### Wiring by layer, run 1

Scale: 4 px per µm.
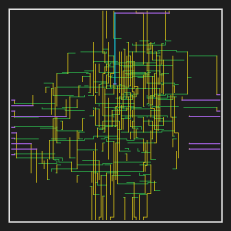
### Clock nets, run 1

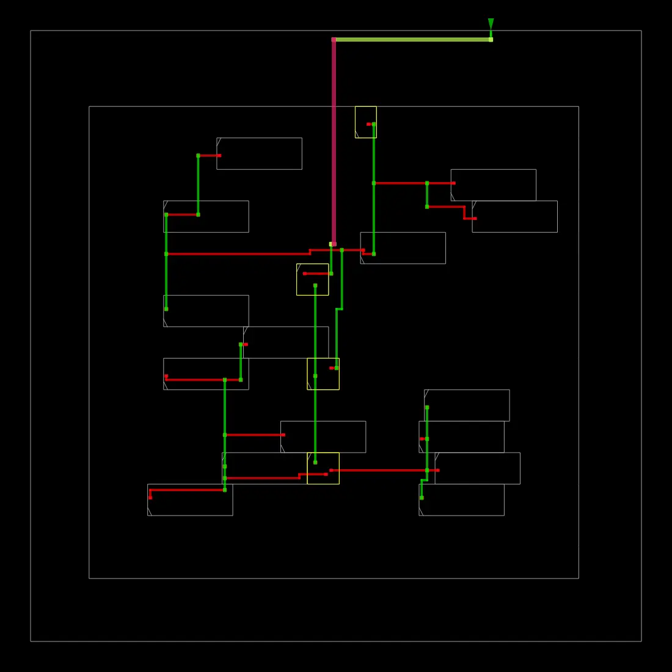
### Routed clock nets over the placement, run 1

Scale: 10 px per µm.
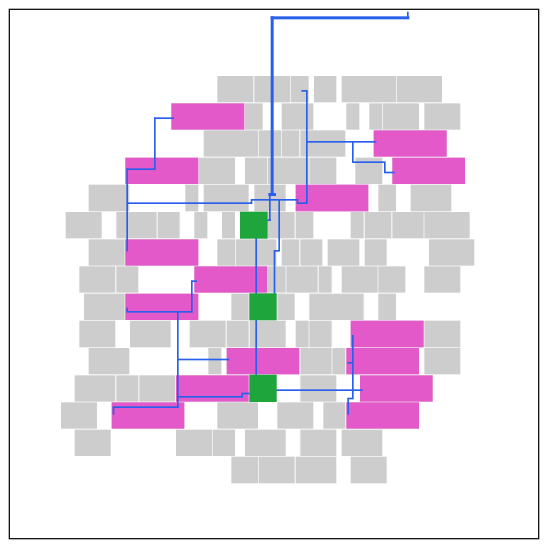
File: src/rtl/address_mux_pkg.sv
// Shared definitions for the memory-address selector: source-select encodings.
package address_mux_pkg;

  // Which requester owns the shared memory port this cycle.
  typedef enum logic {
    SRC_INST = 1'b0,  // instruction fetch (PC path)
    SRC_OP   = 1'b1   // load/store operand address
  } src_e;

endpackage : address_mux_pkg

File: src/rtl/sat_counter.sv
// Saturating up-counter: counts enabled cycles and sticks at all-ones.
module sat_counter #(
  parameter int CNT_W = 8
) (
  input  logic             clk,
  input  logic             rst,
  input  logic             inc_i,
  output logic [CNT_W-1:0] cnt_o
);

  localparam logic [CNT_W-1:0] CNT_ONE = CNT_W'(1);

  logic [CNT_W-1:0] cnt_q;
  logic [CNT_W-1:0] cnt_d;

  // Next count: step only when enabled and not already saturated.
  always_comb begin
    // NOTE: default assignment first so every path drives cnt_d and no latch is inferred.
    cnt_d = cnt_q;
    if (inc_i && (cnt_q != '1)) begin
      cnt_d = cnt_q + CNT_ONE;
    end
  end

  // Count register with synchronous reset.
  always_ff @(posedge clk) begin
    // NOTE: non-blocking assignments for state so every register samples pre-edge values.
    if (rst) begin
      cnt_q <= '0;
    end else begin
      cnt_q <= cnt_d;
    end
  end

  assign cnt_o = cnt_q;

endmodule : sat_counter

File: src/rtl/address_mux.sv
// Shared-memory address selector: picks PC or operand address combinationally
// and keeps registered bookkeeping (address, source, switch pulse, data-access count).
module address_mux
  import address_mux_pkg::*;
#(
  parameter int WIDTH = 5,
  parameter int DEPTH = 2 ** WIDTH,
  parameter int CNT_W = 8
) (
  input  logic             clk,
  input  logic             rst,
  input  logic [WIDTH-1:0] inst_addr,
  input  logic [WIDTH-1:0] op_addr,
  input  logic             sel,
  output logic [WIDTH-1:0] addr,
  output logic [WIDTH-1:0] addr_q,
  output logic             src_q,
  output logic             switch_p,
  output logic             oob,
  output logic [CNT_W-1:0] op_cnt
);

  // Compare at WIDTH+1 bits so DEPTH == 2**WIDTH is representable.
  localparam logic [WIDTH:0] DEPTH_EXT = (WIDTH + 1)'(DEPTH);

  src_e             sel_src;
  logic [WIDTH-1:0] addr_d;
  logic             src_d;
  logic             switch_d;

  assign sel_src = src_e'(sel);

  // Zero-latency address select; valid regardless of reset.
  assign addr = (sel_src == SRC_OP) ? op_addr : inst_addr;

  // Range flag; folds to constant 0 when DEPTH covers the whole address space.
  assign oob = ({1'b0, addr} >= DEPTH_EXT);

  // Next-state values for the bookkeeping registers.
  always_comb begin
    addr_d   = addr;
    src_d    = sel;
    switch_d = (sel != src_q);
  end

  // Bookkeeping registers; reset forces the instruction source and clears the pulse.
  always_ff @(posedge clk) begin
    if (rst) begin
      addr_q   <= '0;
      src_q    <= SRC_INST;
      switch_p <= 1'b0;
    end else begin
      addr_q   <= addr_d;
      src_q    <= src_d;
      switch_p <= switch_d;
    end
  end

  sat_counter #(
    .CNT_W(CNT_W)
  ) u_op_cnt (
    .clk  (clk),
    .rst  (rst),
    .inc_i(sel_src == SRC_OP),
    .cnt_o(op_cnt)
  );

endmodule : address_mux

File: config.mk
export PLATFORM = sky130hd
export DESIGN_NAME = address_mux
export DESIGN_NICKNAME = d
export VERILOG_FILES = /design/src/rtl/address_mux_pkg.sv /design/src/rtl/sat_counter.sv /design/src/rtl/address_mux.sv
export SDC_FILE = /design/constraint.sdc
export NUM_CORES = 1
export LEC_CHECK = 0
export ABC_AREA = 0
export CAP_MARGIN = 20
export CORE_MARGIN = 5
export CORE_UTILIZATION = 39
export DETAILED_ROUTE_END_ITERATION = 10
export GPL_TIMING_DRIVEN = 0
export PLACE_DENSITY = 0.85
export SYNTH_ARGS = -nofsm -noshare
export SYNTH_HDL_FRONTEND = slang
export SYNTH_SLANG_ARGS = --single-unit
File: constraint.sdc
create_clock -name clk -period 2 [get_ports clk]
set_clock_uncertainty 0.2 [all_clocks]
set_input_delay 0.4 -clock clk [delete_from_list [all_inputs] [get_ports clk]]
set_output_delay 0.4 -clock clk [all_outputs]
set_load 0.02 [all_outputs]
==> deck_impl_summary.md, run 1 <==
Implementation Results

Critical path
  – CP Launch Type: input pin
  – Reg2reg path depth: 4
  – Crit-path leading delay family: buffers and inverters
  – CP Max Fanout: 2
  – WP data arrival: 1.33 ns
  – WS Path Type: input pin to output port
  – WP depth: 3
  – RR Endpoint: u_op_cnt.cnt_o[0]
  – Reg2Reg Launch Point: u_op_cnt.cnt_o[0]
  – Worst-path cell chain: clkdlybuf4s50_1 > mux2_2 > clkdlybuf4s15_2
  – Setup crit end: addr[0]
  – Crit path capture type: output port
  – Slowest Stage Delay on Critical Path: 0.40 ns
  – CP max stage cell: clkdlybuf4s50_1
  – Worst reg-to-reg setup slack: 0.31 ns

Clock network
  – CTS Buf Count: 3
  – Post-CTS sizing: 18
  – Clock buffer depth: 2
  – CTS clk-pin slew, worst paths: 0.09 ns
  – Post-CTS Hold Buffers: 0
  – H-tree depth: 1
  – CTS root buffer: clkbuf_4
  – CTS tree: yes

Synth
  – Flip-flops with a built-in enable: 0
  – Yosys aoi share: 12.61%
  – Syn avg cell area: 10.06 µm²
  – Adder Area Share: 1.751%
  – Synth Cell Area: 714.4 µm²
  – Distinct cells, synth: 31
  – XOR-XNOR Cells, Area Fraction: 1.226%
  – Yosys stat cell total: 71
  – Post-synth ARST share: 0%
  – Yosys warnings: 0
  – Post-synthesis net count: 85
  – YS chip area: 714.4 µm²
  – Seq share, synth: 42.03%
  – Mux cell area share: 15.59%
  – Top FF cell, synth: dfxtp_1
  – Cell count after synthesis: 71

Global route
  – Total gr overflow: 0
  – Largest net degree at the start of global routing: 11
  – Initial antenna violation count: 0
  – Vias in the first global route: 678

Drt
  – Post-DRT Antenna Nets: 0
  – Vias per inst: 4.940
  – # DRC: 0
  – Final WL: 1.670 mm
  – DRT Pass-1 Iters: 4

Place
  – # port buffers: 32
  – Placed Area: 1066 µm²
  – Hpwl dp: 1.280 mm
  – Dpl cells: 128
  – Placement Setup Slack: -0.6115 ns

Layout
  – Fillers: 160
  – Most common cell after layout, fill and taps aside: clkdlybuf4s50_1
  – N_diodes: 0
  – Final Core Density: 64.49%
  – Final Non-Filler Cells: 133
  – Max reg flops: 8
  – Multi-input gate area: 379.1 µm²
  – Register Area: 300.3 µm²
  – Post-layout nets: 123
  – Top Layout Cells: clkdlybuf4s50_1, dfxtp_1, mux2_2, and2_1, clkdlybuf4s15_2
  – Area Growth Syn to Fin: 55.87%

Floorplanning
  – Initial Util: 41.38%
  – Die width: 52.80 µm
  – Core area: 1727 µm²
  – Num ports: 34
  – Row Count: 15
  – Die ar.: 2788 µm²
  – Die Height: 52.80 µm

Worst hold path
  – HP Start: src_q
  – Hold depth: 2
  – Hold Crit Class: register to register

Timing
  – TNS Setup: 0 ns
  – Shortest period the worst path allows: 1.929 ns
  – Slew Viols, Final: 0
  – Final Hold Slack: 0.3048 ns
  – Period Utilization, post-route: 96.43%

Job
  – Log Warnings: 26
  – Maximum Capacitance Violations: 0

Power
  – Peak supply drop: 0.4159 mV
  – Leakage Power: 0.5012 nW
  – Power Total: 626.5 µW
  – P per Cell Area: 562.6 nW/µm²

Outcome
  – Status: complete, no violations
Back to the opening pictures, 'Wiring by layer':
legend:
  cyan:
    layer: met4
    wire_length: 17.7 µm
  yellow:
    layer: met2
    wire_length: 902 µm
  green:
    layer: met1
    wire_length: 669 µm
  purple:
    layer: met3
    wire_length: 81.6 µm

Back to the opening pictures, 'Clock nets':
seq_cells: 15
Power Clock: 170 µW
clock buf count: 3
clk latency late pin: 0.28 ns
TritonCTS Sinks: 15

Back to the opening pictures, 'Routed clock nets over the placement':
legend:
  green:
    item: cells driving clock nets
    count: 3
  magenta:
    item: flip-flops
    count: 15
  blue:
    item: clock wires
    length: 185 µm
routed clock nets: 4

[run 1: metal layers]
metal  routed length [µm]  track usage, %
met5                    0               0
met4                   17           5.532
met2                  902           24.59
met1                  668           13.53
met3                   81           2.279
[run 1: synth_stat cells (2+ instances only)]
cell / count / area, µm²
a21oi_1: 3 / 15.01
a21oi_2: 2 / 17.52
and2_1: 5 / 31.28
and4_1: 2 / 17.52
buf_4: 2 / 15.01
dfxtp_1: 15 / 300.3
mux2_2: 5 / 56.30
mux2_4: 3 / 45.04
nand2_1: 4 / 15.01
nand3_1: 2 / 10.01
nand4_1: 2 / 12.51
nor2_1: 4 / 15.01
nor2b_1: 4 / 25.02
[run 1: power by group]
| part | internal, mW | switching, mW | total, mW | leakage [nW] |
|---|---|---|---|---|
| logic | 0.0764 | 0.0606 | 0.137 | 0.360 |
| registers | 0.312 | 0.00773 | 0.320 | 0.123 |
| clock network | 0.0740 | 0.0958 | 0.170 | 0.0177 |
| total | 0.462 | 0.164 | 0.626 | 0.501 |
[run 1: layout make-up]
cell class                      count  share of cell area [%]
Clock buffer                        3                   2.022
Tap cell                           25                   2.809
Inverter                            1                  0.3371
Timing Repair Buffer               33                   30.22
Sequential cell                    15                   26.97
Clock inverter                      1                  0.4494
Multi-Input combinational cell     51                   34.04
Buffer                              4                   3.146
[run 1: worst min-delay path, delay by kind of cell, from the launching register on]
family	cells	cell delay [ns]
xor gates and xnor gates	1	0.06
DFF	1	0.35
and+or+nand+nor	1	0.07
[run 1: kinds of logic (layout without fill, tap and decap cells)]
family / Yosys count / count (layout)
XOR/XNOR: 1 / 1
buffers and inverters: 5 / 42
other: 1 / 1
adder cells (fa/ha/maj): 1 / 1
AND-OR/OR-AND: 12 / 12
AND/OR/NAND/NOR: 27 / 27
flip-flops: 15 / 15
multiplexers: 9 / 9
==> run 2, diff against run 1 <==
==> constraint.sdc (replaced) <==
create_clock -name clk -period 2.1 [get_ports clk]
set_clock_uncertainty 0.2 [all_clocks]
set_input_delay 0.42 -clock clk [delete_from_list [all_inputs] [get_ports clk]]
set_output_delay 0.42 -clock clk [all_outputs]
set_load 0.02 [all_outputs]
==> deck_impl_summary.md, run 2 <==
Implementation Results

Layout
  – Post-layout nets: 123 (unchanged)
  – Top Layout Cells: clkdlybuf4s50_1, dfxtp_1, mux2_2, and2_1, clkdlybuf4s15_2
  – Multi-input gate area: 379.1 µm² (unchanged)
  – Final Core Density: 64.20% (-0.29 points)
  – Most common cell after layout, fill and taps aside: clkdlybuf4s50_1
  – Max reg flops: 8 (unchanged)
  – Area Growth Syn to Fin: 55.17%
  – Layout cells sized above 1: 24.07%
  – Register Area: 300.3 µm² (unchanged)
  – Fillers: 158 (-1.3%)
  – N_diodes: 0 (unchanged)

Clock network
  – CTS tree: yes
  – TritonCTS Sinks: 15 (unchanged)
  – H-tree depth: 1 (unchanged)
  – Post-CTS Hold Buffers: 0 (unchanged)
  – CTS root buffer: clkbuf_4
  – CTS clk-pin slew, worst paths: 0.09 ns (about the same)
  – Clock buffer depth: 2 (unchanged)
  – Clk latency late pin: 0.28 ns (about the same)

Place
  – # port buffers: 32 (unchanged)
  – Placed Area: 1066 µm² (unchanged)
  – Hpwl dp: 1.280 mm (unchanged)
  – Placement Setup Slack: -0.5515 ns (+0.06000 ns)

Global route
  – Initial antenna violation count: 0 (unchanged)
  – Met1 usage: 13.53% (unchanged)
  – Total gr overflow: 0 (unchanged)
  – GR met2 Demand/Resource: 24.59% (unchanged)
  – Vias in the first global route: 678 (unchanged)
  – GRT Max-Usage Layer: met2
  – Met3 usage: 2.279% (unchanged)
  – Largest net degree at the start of global routing: 11 (unchanged)

Timing
  – Final Hold Slack: 0.3047 ns (-0.0001430 ns)
  – Slew Viols, Final: 0 (unchanged)
  – TNS Setup: 0 ns (unchanged)
  – Shortest period the worst path allows: 2.037 ns
  – Period Utilization, post-route: 97.02%

Floorplanning
  – Core area: 1727 µm² (unchanged)
  – Initial Util: 41.38% (unchanged)
  – Num ports: 34 (unchanged)
  – Die width: 52.80 µm (unchanged)
  – Row Count: 15 (unchanged)
  – Die ar.: 2788 µm² (unchanged)
  – Die Height: 52.80 µm (unchanged)

Synth
  – Area leader, netlist: dfxtp_1
  – Seq share, synth: 42.03% (unchanged)
  – Flip-flops with a built-in enable: 0 (unchanged)
  – Cell count after synthesis: 71 (unchanged)
  – Count leader, synth: dfxtp_1
  – Top area contributor share: 42.03% (unchanged)
  – YS chip area: 714.4 µm² (unchanged)
  – Top FF cell, synth: dfxtp_1
  – Yosys warnings: 0 (unchanged)
  – Post-synthesis net count: 85 (unchanged)
  – Yosys stat cell total: 71 (unchanged)
  – Post-synth top cells: dfxtp_1, and2_1, mux2_2
  – Top cells by area: dfxtp_1, mux2_2, mux2_4, and2_1, nor2b_1
  – Syn avg cell area: 10.06 µm² (unchanged)
  – Synth Cell Area: 714.4 µm² (unchanged)
  – Distinct cells, synth: 31 (unchanged)
  – Post-synth ARST share: 0% (unchanged)

Outcome
  – Status: complete, no violations

Drt
  – # DRC: 0 (unchanged)
  – Post-DRT Antenna Nets: 0 (unchanged)
  – Via count: 655
  – DRT Pass-1 Iters: 2 (-2)
  – Vias per inst: 4.925 (-0.30%)
  – Final WL: 1.659 mm (-0.66%)

Critical path
  – Crit path capture type: output port
  – Worst-path cell chain: clkdlybuf4s15_1 > buf_6 > mux2_2 > clkdlybuf4s15_2
  – CP Buf/Inv Count: 3
  – WP data arrival: 1.42 ns (+0.09 ns)
  – CP max stage cell: mux2_2
  – WS Path Type: input pin to output port
  – CP Max Fanout: 5 (+3)
  – Reg2reg path depth: 4 (unchanged)
  – Crit-path leading delay family: buffers and inverters
  – Worst EP required: 1.48 ns
  – Slowest Stage Delay on Critical Path: 0.34 ns (-0.06 ns)
  – WP depth: 4 (+1)
  – Reg2Reg Launch Point: u_op_cnt.cnt_o[0]
  – CP Launch Type: input pin

Power
  – Peak supply drop: 0.3956 mV (-4.9%)
  – Leakage Power: 0.4268 nW (-15%)
  – P per Cell Area: 539.6 nW/µm² (-4.1%)

Job
  – Log Warnings: 26 (unchanged)
  – Maximum Capacitance Violations: 0 (unchanged)

Worst hold path
  – Hold depth: 2 (unchanged)
  – Hold Crit Class: register to register
  – HP Start: src_q
[run 2: cell counts after synthesis]
Identical to the previous run, type by type.
[run 2: cell families (layout without fill, tap and decap cells)]
group,count (synthesis),in the layout,share of synthesized area (%)
AND-OR/OR-AND,12,12,12.61
XOR/XNOR,1,1,1.226
adder cells (fa/ha/maj),1,1,1.751
buffers and inverters,5,42,4.902
flip-flops,15,15,42.03
multiplexers,9,9,15.59
other,1,1,0.5249
AND/OR/NAND/NOR,27,27,21.37
[run 2: per-layer routing]
metal / vias to the layer above / share of wire [%]
met5: - / 0
met4: 0 / 1.0
met3: 2 / 4.8
met2: 18 / 54
met1: 311 / 40
li1: 324 / -
[run 2: area by class of cell]
cell class / count / share of cell area [%]
Buffer: 4 / 3.160
Clock inverter: 1 / 0.4515
Inverter: 1 / 0.3386
Clock buffer: 3 / 2.032
Multi-Input combinational cell: 51 / 34.20
Tap cell: 25 / 2.822
Timing Repair Buffer: 33 / 29.91
Sequential cell: 15 / 27.09
[run 2: repair_timing]
action / 4_1_cts / 5_1_grt
gates resized: 17 / 1
cloned: 1 / 0
buffers inserted: 0 / 0
endpoints found under the hold margin: 0 / 0
setup endpoints to repair: 5 / 1
[run 2: final timing paths]
kind                                           to  slack (ns)
worst max-delay path                      addr[4]        0.06
worst max register to register  u_op_cnt.cnt_o[0]        0.40
worst min register to register           switch_p        0.30
worst min-delay path                     switch_p        0.30
[run 2: power by group]
part	switching, mW	internal (mW)	leakage, nW
Clock	0.0921	0.0705	0.0177
Sequential	0.00741	0.297	0.123
Combinational	0.0578	0.0733	0.286
[run 2: stage by stage]
step / std cells / power [mW]
after floorplan: 71 / 0.3754
after global placement: 128 / 0.4420
after detailed placement: 128 / 0.4437
after CTS: 133 / 0.6053
after global routing: 133 / 0.6270
final: 133 / 0.5981
### Clock nets, run 2

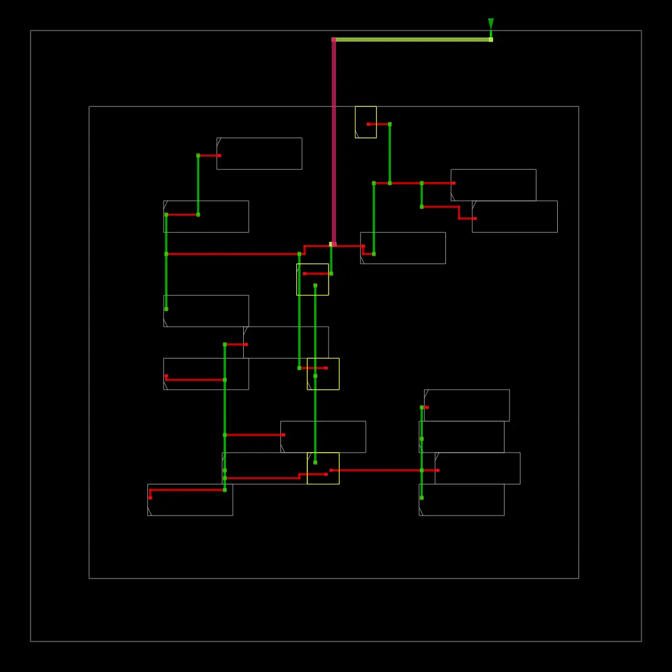
Power Clock: 163 µW
CTS Buf Count: 3

### Selected gate families, run 2

Scale: 4 px per µm.
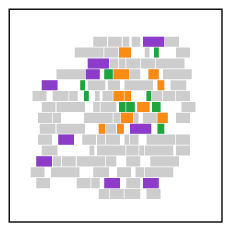
legend:
  purple:
    family: multiplexers
    cells: 9
  green:
    family: NAND gates
    cells: 9
  orange:
    family: inverting AOI/OAI gates
    cells: 11
    where: middle

Power is estimated from default activity; no workload was simulated.
